===== src/rtl/tensor_cfg_arbiter_if.sv =====
// Bundle of requester-side and read-engine-side signals around the config arbiter.
// Purely structural: no state and no latency of its own.
// Flow control: valid/ready per requester; valid/ready plus a done pulse toward the read engine.
interface tensor_cfg_arbiter_if #(
    parameter int NUM_REQ = 4
);
    logic [NUM_REQ*54-1:0] req_tdata;
    logic [NUM_REQ-1:0]    req_tvalid;
    logic [NUM_REQ-1:0]    req_tready;
    logic [53:0]           cfg_out_tdata;
    logic                  cfg_out_tvalid;
    logic                  cfg_out_tready;
    logic                  rd_done;
    logic [NUM_REQ-1:0]    done_out;
    logic [1:0]            grant_id;
    logic                  busy;
    logic [7:0]            drop_count;
    logic                  timeout_err;

    // Arbiter side
    modport master (
        input  req_tdata, req_tvalid, cfg_out_tready, rd_done,
        output req_tready, cfg_out_tdata, cfg_out_tvalid, done_out,
               grant_id, busy, drop_count, timeout_err
    );

    // Environment side (requesters plus read engine)
    modport slave (
        output req_tdata, req_tvalid, cfg_out_tready, rd_done,
        input  req_tready, cfg_out_tdata, cfg_out_tvalid, done_out,
               grant_id, busy, drop_count, timeout_err
    );
endinterface


===== src/rtl/tensor_cfg_arbiter.sv =====
// Round-robin arbiter forwarding one tensor descriptor at a time to the read engine, with drop and watchdog.
// Latency: accept in IDLE, descriptor valid the next cycle; done pulse one cycle after rd_done.
// Backpressure: holds the descriptor in ISSUE until cfg_out_tready; requesters see ready only in IDLE.
module tensor_cfg_arbiter #(
    parameter int NUM_REQ = 4,
    parameter int TIMEOUT = 1024
) (
    input  logic                clock,
    input  logic                reset,
    tensor_cfg_arbiter_if.master bus
);

    typedef enum logic [1:0] {
        IDLE  = 2'd0,
        ISSUE = 2'd1,
        WAIT  = 2'd2
    } state_t;

    state_t             state;
    state_t             state_nxt;

    logic [53:0]        desc_q;
    logic [NUM_REQ-1:0] done_q;
    logic [1:0]         grant_q;
    logic [1:0]         last_q;
    logic [7:0]         drop_q;
    logic               terr_q;
    logic [15:0]        wdog_q;

    logic [1:0]         win;
    logic               any_vld;
    logic [2:0]         cand;
    logic [53:0]        win_desc;
    logic               zero_len;
    logic               accept;
    logic               wdog_hit;

    logic [NUM_REQ-1:0] rdy_c;
    logic               cfg_vld_c;
    logic               busy_c;

    // Round-robin search starting just after the last winner, wrapping at NUM_REQ
    always_comb begin
        win     = '0;
        any_vld = 1'b0;
        cand    = '0;
        for (int i = 0; i < NUM_REQ; i++) begin
            cand = 3'(last_q) + 3'(i) + 3'd1;
            if (cand >= 3'(NUM_REQ)) begin
                cand = cand - 3'(NUM_REQ);
            end
            if (!any_vld && bus.req_tvalid[cand[1:0]]) begin
                any_vld = 1'b1;
                win     = cand[1:0];
            end
        end
    end

    assign win_desc = bus.req_tdata[54*int'(win) +: 54];
    // size_code sits at [42:40], count at [39:0]
    assign zero_len = (win_desc[42:40] == 3'd0) || (win_desc[39:0] == 40'd0);
    // No acceptance while reset is high, so the requester never sees a phantom handshake
    assign accept   = (state == IDLE) && any_vld && !reset;
    assign wdog_hit = (wdog_q == 16'(TIMEOUT - 1));

    // State register
    always_ff @(posedge clock) begin
        if (reset) begin
            state <= IDLE;
        end else begin
            state <= state_nxt;
        end
    end

    // Next-state: zero-length descriptors stay in IDLE; rd_done wins over watchdog expiry
    always_comb begin
        state_nxt = state;
        unique case (state)
            IDLE:    if (accept && !zero_len)     state_nxt = ISSUE;
            ISSUE:   if (bus.cfg_out_tready)      state_nxt = WAIT;
            WAIT:    if (bus.rd_done || wdog_hit) state_nxt = IDLE;
            default: state_nxt = IDLE;
        endcase
    end

    // Outputs decoded from state; cfg valid is purely a function of state
    always_comb begin
        rdy_c     = '0;
        if (accept) begin
            rdy_c[win] = 1'b1;
        end
        cfg_vld_c = (state == ISSUE);
        busy_c    = (state != IDLE);
    end

    // Descriptor latch, grant tracking, completion pulses, drop counter and watchdog
    always_ff @(posedge clock) begin
        if (reset) begin
            desc_q  <= '0;
            done_q  <= '0;
            grant_q <= '0;
            last_q  <= 2'(NUM_REQ - 1);
            drop_q  <= '0;
            terr_q  <= 1'b0;
            wdog_q  <= '0;
        end else begin
            done_q <= '0;

            if (accept) begin
                desc_q  <= win_desc;
                grant_q <= win;
                last_q  <= win;
                if (zero_len) begin
                    done_q[win] <= 1'b1;
                    if (drop_q != 8'hFF) begin
                        drop_q <= drop_q + 8'd1;
                    end
                end
            end

            if (state == ISSUE && bus.cfg_out_tready) begin
                wdog_q <= '0;
            end else if (state == WAIT) begin
                wdog_q <= wdog_q + 16'd1;
            end

            if (state == WAIT) begin
                if (bus.rd_done) begin
                    done_q[grant_q] <= 1'b1;
                end else if (wdog_hit) begin
                    terr_q <= 1'b1;
                end
            end
        end
    end

    assign bus.req_tready     = rdy_c;
    assign bus.cfg_out_tvalid = cfg_vld_c;
    assign bus.cfg_out_tdata  = desc_q;
    assign bus.done_out       = done_q;
    assign bus.grant_id       = grant_q;
    assign bus.busy           = busy_c;
    assign bus.drop_count     = drop_q;
    assign bus.timeout_err    = terr_q;

endmodule


===== src/flat_wrapper.sv =====
// flat-port wrapper written by rule: the top's interface ports become plain ports
module tensor_cfg_arbiter_flat 
#(
    parameter int NUM_REQ = 4,
    parameter int TIMEOUT = 1024
)
  (clock, reset, bus_req_tdata, bus_req_tvalid, bus_cfg_out_tready, bus_rd_done, bus_req_tready, bus_cfg_out_tdata, bus_cfg_out_tvalid, bus_done_out, bus_grant_id, bus_busy, bus_drop_count, bus_timeout_err);
  tensor_cfg_arbiter_if #(.NUM_REQ(NUM_REQ)) bus_i ();
  input  logic clock;
  input  logic reset;
  input wire logic [$bits(bus_i.req_tdata)-1:0] bus_req_tdata;
  input wire logic [$bits(bus_i.req_tvalid)-1:0] bus_req_tvalid;
  input wire logic [$bits(bus_i.cfg_out_tready)-1:0] bus_cfg_out_tready;
  input wire logic [$bits(bus_i.rd_done)-1:0] bus_rd_done;
  output wire logic [$bits(bus_i.req_tready)-1:0] bus_req_tready;
  output wire logic [$bits(bus_i.cfg_out_tdata)-1:0] bus_cfg_out_tdata;
  output wire logic [$bits(bus_i.cfg_out_tvalid)-1:0] bus_cfg_out_tvalid;
  output wire logic [$bits(bus_i.done_out)-1:0] bus_done_out;
  output wire logic [$bits(bus_i.grant_id)-1:0] bus_grant_id;
  output wire logic [$bits(bus_i.busy)-1:0] bus_busy;
  output wire logic [$bits(bus_i.drop_count)-1:0] bus_drop_count;
  output wire logic [$bits(bus_i.timeout_err)-1:0] bus_timeout_err;
  assign bus_i.req_tdata = bus_req_tdata;
  assign bus_i.req_tvalid = bus_req_tvalid;
  assign bus_i.cfg_out_tready = bus_cfg_out_tready;
  assign bus_i.rd_done = bus_rd_done;
  assign bus_req_tready = bus_i.req_tready;
  assign bus_cfg_out_tdata = bus_i.cfg_out_tdata;
  assign bus_cfg_out_tvalid = bus_i.cfg_out_tvalid;
  assign bus_done_out = bus_i.done_out;
  assign bus_grant_id = bus_i.grant_id;
  assign bus_busy = bus_i.busy;
  assign bus_drop_count = bus_i.drop_count;
  assign bus_timeout_err = bus_i.timeout_err;
  tensor_cfg_arbiter #(.NUM_REQ(NUM_REQ), .TIMEOUT(TIMEOUT)) u_core (.clock(clock), .reset(reset), .bus(bus_i));
endmodule

===== config.mk =====
export PLATFORM = sky130hd
export DESIGN_NAME = tensor_cfg_arbiter_flat
export DESIGN_NICKNAME = d
export VERILOG_FILES = /design/src/rtl/tensor_cfg_arbiter_if.sv /design/src/rtl/tensor_cfg_arbiter.sv /design/src/flat_wrapper.sv
export SDC_FILE = /design/constraint.sdc
export NUM_CORES = 1
export LEC_CHECK = 0
export CAP_MARGIN = 30
export CORE_MARGIN = 2
export CORE_UTILIZATION = 38
export CTS_CLUSTER_SIZE = 30
export DETAILED_ROUTE_END_ITERATION = 6
export DONT_BUFFER_PORTS = 1
export GPL_ROUTABILITY_DRIVEN = 0
export SYNTH_ARGS = -nofsm -noshare
export SYNTH_HDL_FRONTEND = slang
export SYNTH_SLANG_ARGS = --single-unit
export TNS_END_PERCENT = 30

===== constraint.sdc =====
create_clock -name clock -period 5.8 [get_ports clock]
set_input_delay 1.16 -clock clock [delete_from_list [all_inputs] [get_ports clock]]
set_output_delay 1.16 -clock clock [all_outputs]
set_load 0.01 [all_outputs]

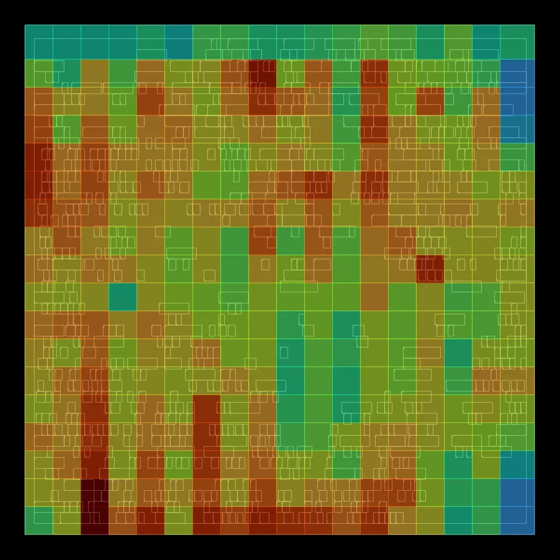
run_1/congestion.png
grt met2 use: 0.4715
met3 usage: 0.1024
DR WL/cell: 22.45 um
Final Util: 0.4100

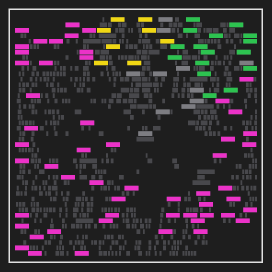
run_1/flops_by_reg.png
(2 px per um)
Key: magenta = u_core.bus.cfg_out_tdata [placed flops 54, where all over the die]; green = u_core.wdog_q [placed flops 16, where upper right]; yellow = u_core.bus.drop_count [placed flops 8, where top center]
Another 11 sequential cells are not colored.

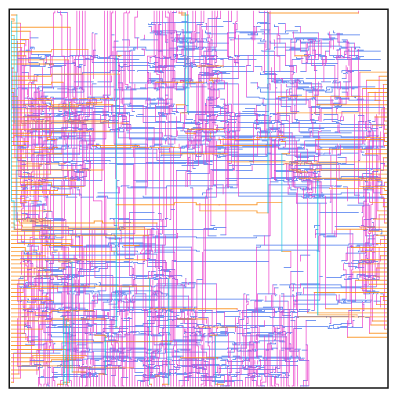
run_1/wires.png
(3 px per um)
Key: cyan = metal 4 [wire length 670 um]; blue = metal 1 [wire length 8710 um]; orange = metal 3 [wire length 2580 um]; magenta = metal 2 [wire length 10900 um]

==> impl_metrics.csv, run 1 <==
group,metric,value,unit
final_layout,antenna_cells,0,
global_route,grt_max_degree,89,
synth,yosysSeqAreaShare,0.3162,
routing,wl_met2,10900,um
cts,cts_resized,0,
cts,clkSlewWorstSetupHoldPaths,0.07,ns
critical_path,cp.buffers_inverters,0,
routing,num_vias,6068,
floorplan,io_pins,299,
global_route,grt-ovfl-total,0,
timing,setup_viol,0,
cts,cts_root_buffer,"clkbuf_16",
timing,worst_pin_slew,0.9207,ns
global_route,antenna_found_initial,0,
timing,fin_tns_setup,0,ns
final_layout,inverters,5,
critical_path,slowest_stage,"or3_2",
min_path,min_from,"u_core.bus.cfg_out_tdata[50]",
floorplan,die_h,125.8,um
power,p_int,1.227,mW
cts,ctsHoldBuffers,0,
placed_design,dp_hpwl,17240,um
critical_path,r2r-start,"u_core.last_q[0]",
synth,simple_gate_share,0.4792,
routing,wirelength,22860,um
routing,viasPerCell,5.961,
final_layout,seq_share,0.2990,
floorplan,chipArea,15820,um^2
synth,synthMuxAreaShare,0.01199,
synth,synthCells,874,
final_layout,area_share_nonclk_buffers,0.008818,
placed_design,port_buffers,0,
final_layout,sequential_cell_total,89,
outcome,status,"finished clean",
power,power,2.117,mW
timing,hold_slack,0.4989,ns
cts,tritoncts,"built",
routing,drt-met1-wl,8705,um
critical_path,r2r_slack,2.29,ns
critical_path,worstPathCellList,"nor2b_4 > o21a_4 > or3_2 > nor3_1",
critical_path,max_stage_delay,0.80,ns
routing,wl_met3,2584,um
final_layout,logic_gate_count,717,
synth,synthAdderAreaFrac,0.004441,
synth,yosys_warnings,0,
critical_path,cp-endpoint,"bus_req_tready[0]",
final_layout,final_area,5959,um^2
global_route,grt_pass1_vias,5833,
cts,clockBufferDepth,2,
power,p_leak,2.251,nW
job,drv_cap,0,
critical_path,cp.required,4.64,ns
global_route,busiest_layer,"met2",
global_route,met1_usage,0.3256,
min_path,min_to,"u_core.bus.cfg_out_tdata[50]",
synth,yosysMostFrequentCell,"nand2_1",
timing,skew,0.01052,ns
synth,edf_count,0,
min_path,hold_class,"reg2reg",
synth,top_cells_by_area,"dfxtp_1 32%, nand2_1 18%, nand3_1 16%, a21oi_1 5.9%, nor4_1 3.9%",
synth,ys_async_sr_fraction,0,
synth,yosysUniqueCellTypes,55,
final_layout,num-clock-buffers,9,
synth,top_area_cell,"dfxtp_1",
floorplan,fp_util,0.3877,
timing,setup_ws,1.880,ns
final_layout,synthToLayoutAreaGrowth,5.774,%
timing,fin_crit,3.920,ns
power,vdd_ir_drop_max,0.0001679,V
final_layout,ff_latch_area,1782,um^2
power,comb-power,0.695,mW
floorplan,dieWidth,125.8,um
cts,clock-sinks,89,
final_layout,drive_above_1_share,0.05276,
critical_path,r2r_cells,9,
routing,ant_nets,0,
routing,drt_first_pass_iters,5,
floorplan,core,14530,um^2
synth,synth-xor-area-share,0.02176,
final_layout,clock_cell_area_share,0.04871,
power,power_leader,"sequential cells",
final_layout,n_fill_cell,1613,
power,p_sw,0.8897,mW
critical_path,cp_data_arrival_time,2.76,ns
cts,ctsHtreeMaxLevel,3,
routing,dr.first_iter.drc_count,534,
synth,synth.cellmix.compoundShare,0.1139,
power,p_sw_frac,0.4203,
critical_path,startpoint_type,"primary input",
run_1/io_fan.png
(3 px per um)
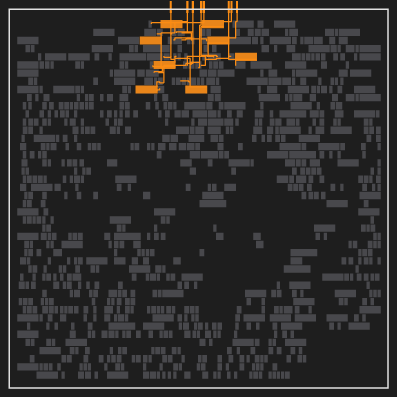

==> run 2: changes to the inputs <==
==> constraint.sdc (replaced) <==
create_clock -name clock -period 3.2 [get_ports clock]
set_input_delay 0.64 -clock clock [delete_from_list [all_inputs] [get_ports clock]]
set_output_delay 0.64 -clock clock [all_outputs]
set_load 0.01 [all_outputs]
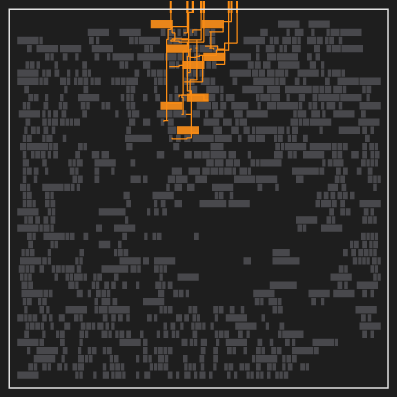
run_2/io_fan.png
(3 px per um)
Key: orange = bus_drop_count [direction output, edge top, end cells 8, buffers 0, wire 337 um]

==> run 2 against run 1 <==
Against the previous run:
- routed wire length is 1.2% lower
- first-iteration DRC count is 25% lower
- via count is 0.94% higher
- worst hold slack worse by 0.15 ns
- combinational power is 88% higher
- clock-buffer cell count stayed put
==> impl_metrics.csv, run 2 <==
group,metric,value,unit
outcome,status,"finished clean",
cts,clkSlewWorstSetupHoldPaths,0.08,ns
final_layout,clock_cell_area_share,0.04865,
floorplan,io_pins,299,
final_layout,final_area,6096,um^2
cts,tritoncts,"built",
floorplan,core,14530,um^2
synth,ys_async_sr_fraction,0,
final_layout,synthToLayoutAreaGrowth,8.195,%
critical_path,r2r_cells,9,
timing,slew_viol_final,0,
final_layout,logic_gate_count,717,
power,p_leak,2.330,nW
final_layout,num-clock-buffers,9,
routing,num_vias,6125,
cts,ctsHtreeMaxLevel,3,
critical_path,worstSetupPathType,"reg2reg",
global_route,grt_use_met2,0.4785,
final_layout,inverters,5,
power,power_leader,"sequential cells",
critical_path,startpoint_type,"flip-flop",
floorplan,fp_util,0.3877,
global_route,grt_pass1_wl,33990,um
global_route,met1_usage,0.3169,
min_path,min_from,"reset",
synth,synthAdderAreaFrac,0.004441,
final_layout,drive_above_1_share,0.06840,
power,p_sw,1.626,mW
cts,cts_root_buffer,"clkbuf_16",
cts,post_cts.repair.setup_buffers,0,
routing,wl_met2,10900,um
synth,synth.cellmix.compoundShare,0.1139,
global_route,grt_pass1_vias,5882,
global_route,grt-ovfl-total,0,
synth,top_cells_by_area,"dfxtp_1 32%, nand2_1 18%, nand3_1 16%, a21oi_1 5.9%, nor4_1 3.9%",
critical_path,r2r-start,"u_core.last_q[0]",
placed_design,place_inst,1016,
floorplan,chipArea,15820,um^2
placed_design,port_buffers,0,
critical_path,cp-endpoint,"u_core.bus.drop_count[5]",
floorplan,tapCellCount,184,
global_route,grt_util_met3,0.09643,
critical_path,cp_data_arrival_time,3.20,ns
routing,avgRoutedWirePerCell,21.89,um
global_route,grt_max_degree,89,
cts,clockBufferDepth,2,
timing,setup_viol,0,
cts,cts_resized,0,
cts,clock-sinks,89,
power,p_int,2.273,mW
routing,drt_first_pass_iters,5,
placed_design,dp_hpwl,17050,um
power,power,3.899,mW
global_route,antenna_found_initial,0,
synth,yosysUniqueCellTypes,55,
cts,ctsHoldBuffers,0,
synth,flop_cell,"dfxtp_1",
timing,worst_pin_slew,0.7046,ns
synth,synth-xor-area-share,0.02176,
critical_path,slowest_stage,"o22a_1",
timing,hold_slack,0.3536,ns
min_path,hold_class,"in2reg",
critical_path,max_stage_delay,0.48,ns
min_path,min_to,"u_core.state[1]",
floorplan,die_h,125.8,um
job,drv_cap,0,
synth,synthMuxAreaShare,0.01199,
power,p_sw_frac,0.4170,
critical_path,cp.buffers_inverters,1,
final_layout,antenna_cells,0,
timing,setup_ws,0.2532,ns
routing,ant_nets,0,
final_layout,area_share_nonclk_buffers,0.02997,
power,comb-power,1.31,mW
routing,dr.first_iter.drc_count,401,
final_layout,sequential_cell_total,89,
synth,synth_top_area_share,0.3162,
synth,synth_flops,89,
final_layout,n_fill_cell,1575,
timing,fin_tns_setup,0,ns
timing,skew,0.009893,ns
synth,synthCells,874,
global_route,busiest_layer,"met2",
critical_path,cp.required,3.45,ns
critical_path,critPathLaunch,"u_core.last_q[0]",
critical_path,worstPathCellList,"nand2b_1 > o22a_1 > buf_4 > nand3_1 > a222oi_1 > mux2_2 > a22o_1 > nand4_2 > mux2_4",
critical_path,r2r-end,"u_core.bus.drop_count[5]",
synth,simple_gate_share,0.4792,
timing,fin_crit,2.947,ns
synth,top_area_cell,"dfxtp_1",
synth,yosysSeqAreaShare,0.3162,
routing,viasPerCell,5.935,
floorplan,dieWidth,125.8,um
power,vdd_ir_drop_max,0.0003152,V
synth,edf_count,0,
synth,yosys_warnings,0,
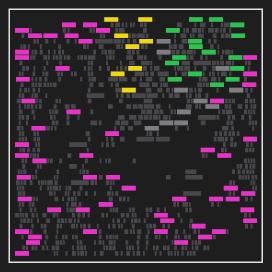
run_2/flops_by_reg.png
(2 px per um)
Final Util: 0.4194
Power Sequential: 1.50 mW
Seq/total area: 0.2923
FF+latch area: 1782 um^2

run_2/io_placement.png
(2 px per um) Pins as bars across the die edge, other pins in gray.
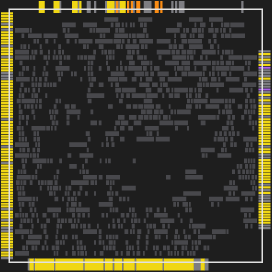

==> run 3: changes to the inputs <==
==> constraint.sdc (replaced) <==
create_clock -name clock -period 3.3 [get_ports clock]
set_input_delay 0.66 -clock clock [delete_from_list [all_inputs] [get_ports clock]]
set_output_delay 0.66 -clock clock [all_outputs]
set_load 0.01 [all_outputs]
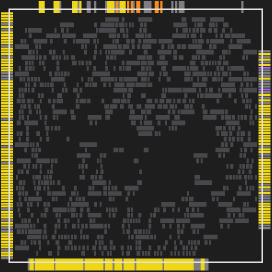
run_3/io_placement.png
(2 px per um) Pins as bars across the die edge, other pins in gray.
Key: orange = bus_drop_count [pins 8, direction output, edge top]; yellow = bus_req_tdata [pins 216, direction input, edge 83 bottom, 75 left, 41 right, 17 top]; purple = bus_grant_id [pins 2, direction output, edge right]

==> run 3 against run 2 <==
Against the previous run:
- combinational power about the same
- area after synthesis did not move
- clock skew fell by 0.0030 ns
- critical endpoint is now bus_req_tready[3]
- core utilization fell by 0.23 points
- non-clock buffer count up 2
- register-to-register slack gained 0.18 ns
==> impl_metrics.csv, run 3 <==
group,metric,value,unit
synth,synth.cellmix.compoundShare,0.1139,
synth,synthCells,874,
synth,yosysUniqueCellTypes,55,
critical_path,cp.required,2.64,ns
critical_path,critPathLaunch,"u_core.last_q[0]",
global_route,grt-ovfl-total,0,
final_layout,synthToLayoutAreaGrowth,7.595,%
final_layout,n_fill_cell,1602,
critical_path,cp_data_arrival_time,2.25,ns
floorplan,fp_util,0.3877,
job,drv_cap,0,
final_layout,inverters,5,
cts,clock-sinks,89,
global_route,grt_pass1_vias,5895,
final_layout,num-clock-buffers,11,
power,p_seq,1.46,mW
synth,synth_top_area_share,0.3162,
routing,drt-met1-wl,8795,um
placed_design,port_buffers,0,
global_route,busiest_layer,"met2",
routing,wl_met3,2486,um
timing,skew,0.006913,ns
final_layout,clock_cell_area_share,0.04499,
cts,clockBufferDepth,2,
critical_path,r2r-start,"u_core.last_q[0]",
critical_path,cp.buffers_inverters,0,
routing,ant_nets,0,
power,power,3.738,mW
synth,yosysMostFrequentCell,"nand2_1",
critical_path,startpoint_type,"flip-flop",
critical_path,r2r-end,"u_core.bus.drop_count[4]",
synth,top_area_cell,"dfxtp_1",
global_route,grt_max_degree,79,
floorplan,dieWidth,125.8,um
floorplan,tapCellCount,184,
power,p_sw_frac,0.4163,
floorplan,io_pins,299,
outcome,status,"finished clean",
final_layout,sequential_cell_total,89,
final_layout,area_share_nonclk_buffers,0.02848,
timing,worst_pin_slew,0.7104,ns
critical_path,r2r_slack,0.43,ns
timing,setup_ws,0.3941,ns
critical_path,slowest_stage,"o22a_1",
power,p_leak,2.313,nW
synth,flop_cell,"dfxtp_1",
critical_path,max_stage_delay,0.54,ns
cts,ctsHoldBuffers,0,
min_path,min_from,"reset",
global_route,grt_pass1_wl,34620,um
timing,hold_slack,0.3774,ns
global_route,grt_util_met3,0.1045,
routing,dr.first_iter.drc_count,463,
critical_path,r2r_cells,8,
synth,top_cells_by_area,"dfxtp_1 32%, nand2_1 18%, nand3_1 16%, a21oi_1 5.9%, nor4_1 3.9%",
final_layout,drive_above_1_share,0.06824,
synth,edf_count,0,
min_path,min_to,"u_core.bus.drop_count[0]",
final_layout,logic_gate_count,717,
synth,simple_gate_share,0.4792,
synth,yosys_warnings,0,
final_layout,antenna_cells,0,
final_layout,ff_latch_area,1782,um^2
power,power_leader,"sequential cells",
routing,viasPerCell,5.987,
routing,num_vias,6191,
synth,ys_async_sr_fraction,0,
critical_path,cp-endpoint,"bus_req_tready[3]",
cts,clkSlewWorstSetupHoldPaths,0.07,ns
final_layout,seq_share,0.2939,
critical_path,worstPathCellList,"nand2b_1 > o22a_1 > nand2_4 > nor3_1",
synth,synth-xor-area-share,0.02176,
placed_design,place_inst,1018,
power,vdd_ir_drop_max,0.0002652,V
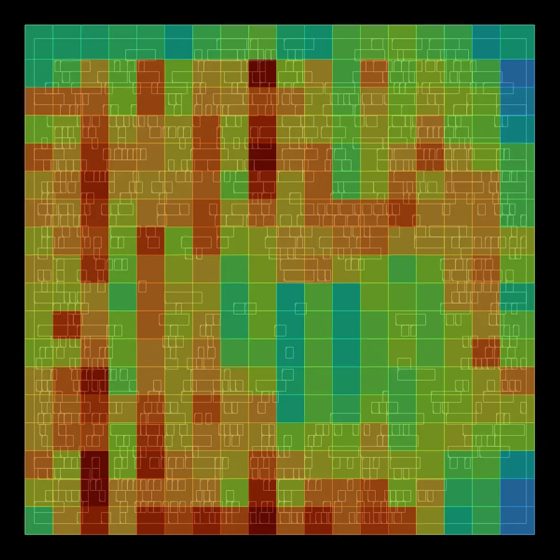
run_3/congestion.png
gr usage total: 0.2810
DR WL/cell: 22.20 um
met1 Usage GRT: 0.3280
grt met2 use: 0.4645
Final Util: 0.4171

No activity file was given, so power comes from the tool's default toggle rates.
